==> config.mk <==
export PLATFORM = sky130hd
export DESIGN_NAME = regfile_write_arbiter
export DESIGN_NICKNAME = d
export VERILOG_FILES = /design/src/rtl/regfile_write_arbiter.sv
export SDC_FILE = /design/constraint.sdc
export NUM_CORES = 1
export LEC_CHECK = 0
export CAP_MARGIN = 20
export CORE_MARGIN = 1
export CORE_UTILIZATION = 47
export CTS_BUF_LIST = sky130_fd_sc_hd__clkbuf_4 sky130_fd_sc_hd__clkbuf_8
export CTS_CLUSTER_SIZE = 16
export DETAILED_ROUTE_END_ITERATION = 10
export PLACE_DENSITY = 0.92
export RECOVER_POWER = 50
export SKIP_CTS_REPAIR_TIMING = 1
export SYNTH_ARGS = -nofsm -noshare
export SYNTH_HDL_FRONTEND = slang
export SYNTH_SLANG_ARGS = --single-unit
==> constraint.sdc <==
create_clock -name clk -period 3 [get_ports clk]
set_input_delay 0.45 -clock clk [delete_from_list [all_inputs] [get_ports clk]]
set_output_delay 0.45 -clock clk [all_outputs]
set_load 0.01 [all_outputs]
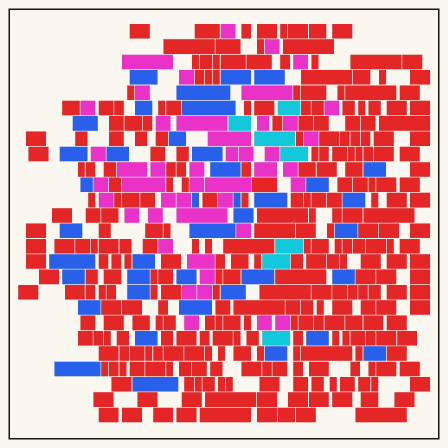
(drive-strength map)
legend:
  magenta:
    size: drive 3 to 4
    cells: 45
    share: 11%
  blue:
    size: drive 2
    cells: 40
    share: 10%
  cyan:
    size: drive 6 and up
    cells: 7
    share: 1.8%
  red:
    size: drive 1 or less
    cells: 301
    share: 77%
non-clock buffer instance count of the final layout: 99
Area growth, synth to finish: 41.6%
design area: 3630 um^2
worst-case setup margin in the final layout: -18.9 ps

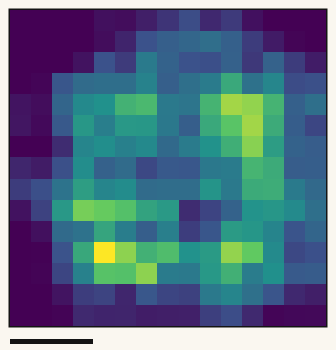
(wire density map)
Bar = 20 um. 15 x 15 tiles, from dark purple (low) to yellow (high), scaled to the fullest tile. Values are wire area over tile area, all layers added.
mean over tiles: 0.24
emptiest ninth of the die: upper left
nearly empty tiles: 14%
fullest tile: 0.77
routed length per instance: 18.2 um
total routed wirelength: 8410 um

==> metrics.csv <==
metric,value,unit
outcome,"finished, violations left",
failing checks,setup timing,
HP Class,flip-flop to flip-flop,
violation tally from detailed-route iteration zero,280,
placeable core region,5170,um^2
Non-CTS inverters,14,
WP buf/inv,3,
xor+xnor area frac,1.02,%
count of final hold-check violations,0,
"flip-flop count of the largest register, all copies and words added",8,
number of instances in the placed design,455,
sinks on the clock net,18,
worst-case reg-to-reg path depth,12,
OpenROAD warnings,34,
Fin Setup TNS,-22.5,ps
syn nets,374,
Synthesis Warnings,0,
count of H-tree levels built during CTS,1,
clock period minus worst slack,3020,ps
total count of max-transition violations in the final report,0,
multi-input combinational gate total,258,
"commonest non-fill, non-tap cells in the layout","sky130_fd_sc_hd__clkdlybuf4s50_1 (52), sky130_fd_sc_hd__nand2_1 (36), sky130_fd_sc_hd__buf_4 (33), sky130_fd_sc_hd__o21ai_0 (29), sky130_fd_sc_hd__mux2i_1 (29)",
share of async-settable or async-resettable flops after synthesis,100,%
wire length on met1,3500,um
Top Ports,64,
Detailed Place HPWL,5800,um
type of the worst setup path,flip-flop to flip-flop,
vias after detailed routing,2878,
"Most Used Layer, Global Route",met2,
tap cell instance count,70,
"FA/HA/MAJ Cells, Area Fraction",7.42,%
Tcrit/Tclk final,101,%
total global routing overflow,0,
global-route usage over all layers,28.6,%
weighted congestion at the end of routability-driven global placement,0.931,
worst-case setup margin in the final layout,-18.9,ps
Crit Path Max Fanout,6,
tally of max-capacitance violations,0,
placement row count,26,
biggest area consumer among cell classes,multi-input combinational cells,
skew final,6.00,ps
ratio of total power to cell area,1210,nW/um^2
aoi share,24.9,%
clock tree from TritonCTS,built,
number of fill cells,369,
portion of the post-synthesis area used by sequential elements,17.6,%
chip area line of the yosys report,2560,um^2
global-route met3 utilization,3.44,%
uppermost layer routed,met4,
setup violators final,2,
Slew Limit Headroom,37.4,%
library cell with the largest summed area after synthesis,sky130_fd_sc_hd__dfrtp_1,
global-route wire length before repair,12500,um
CLK BUF,4,
Min Hold Slack,537,ps
area fraction in mux cells,22.7,%
most instantiated logic cell after routing,sky130_fd_sc_hd__clkdlybuf4s50_1,
kind of cell adding the most delay to the critical path,adder cells,
Post-synth top flop,sky130_fd_sc_hd__dfrtp_1,
nature of the critical path startpoint,flip-flop,
Storage cell area,453,um^2
initial antenna violation count,0,
starting utilization of the core area,49.6,%
Critical Path End Type,flip-flop,
leakage dissipation,1.48,nW
number of sequential cells,18,
height of the chip,75.9,um
cell-by-cell trace of the critical path,"inv_4, ha_1, nand2_1, o21ai_0, ha_1, inv_1, fa_1, xor2_2, buf_4, o41ai_1, nand4_1, a31oi_1",
dominant kind of combinational cell,AND-OR/OR-AND gates,
number of buffers inserted during clock tree synthesis,3,
clock latency on the worst-skew pair,260,ps
"antenna viol nets, final",0,
Clock Root Buffer,sky130_fd_sc_hd__clkbuf_8,
"setup slack, reg-to-reg",-20,ps
slew of the pin with the lowest slew margin,937,ps
==> worst min-delay path, cell delays in order, from the launching register on <==
cell	delay (ps)
sky130_fd_sc_hd__dfrtp_1	390
sky130_fd_sc_hd__inv_1	60
sky130_fd_sc_hd__o22ai_1	50
==> metrics by stage <==
stage	total power [W]	instance area, um^2
3_5_place_dp	0.00395	3450
6_report	0.00440	3630
3_3_place_gp	0.00385	3450
2_1_floorplan	0.00289	2650
4_1_cts	0.00418	3510
5_1_grt	0.00470	3630
==> power by group <==
group / internal, W / total, W / switching [W]
logic: 0.00179 / 0.00374 / 0.00194
registers: 0.000371 / 0.000455 / 0.0000841
clock network: 0.000117 / 0.000211 / 0.0000938
Power is estimated from default activity; no workload was simulated.
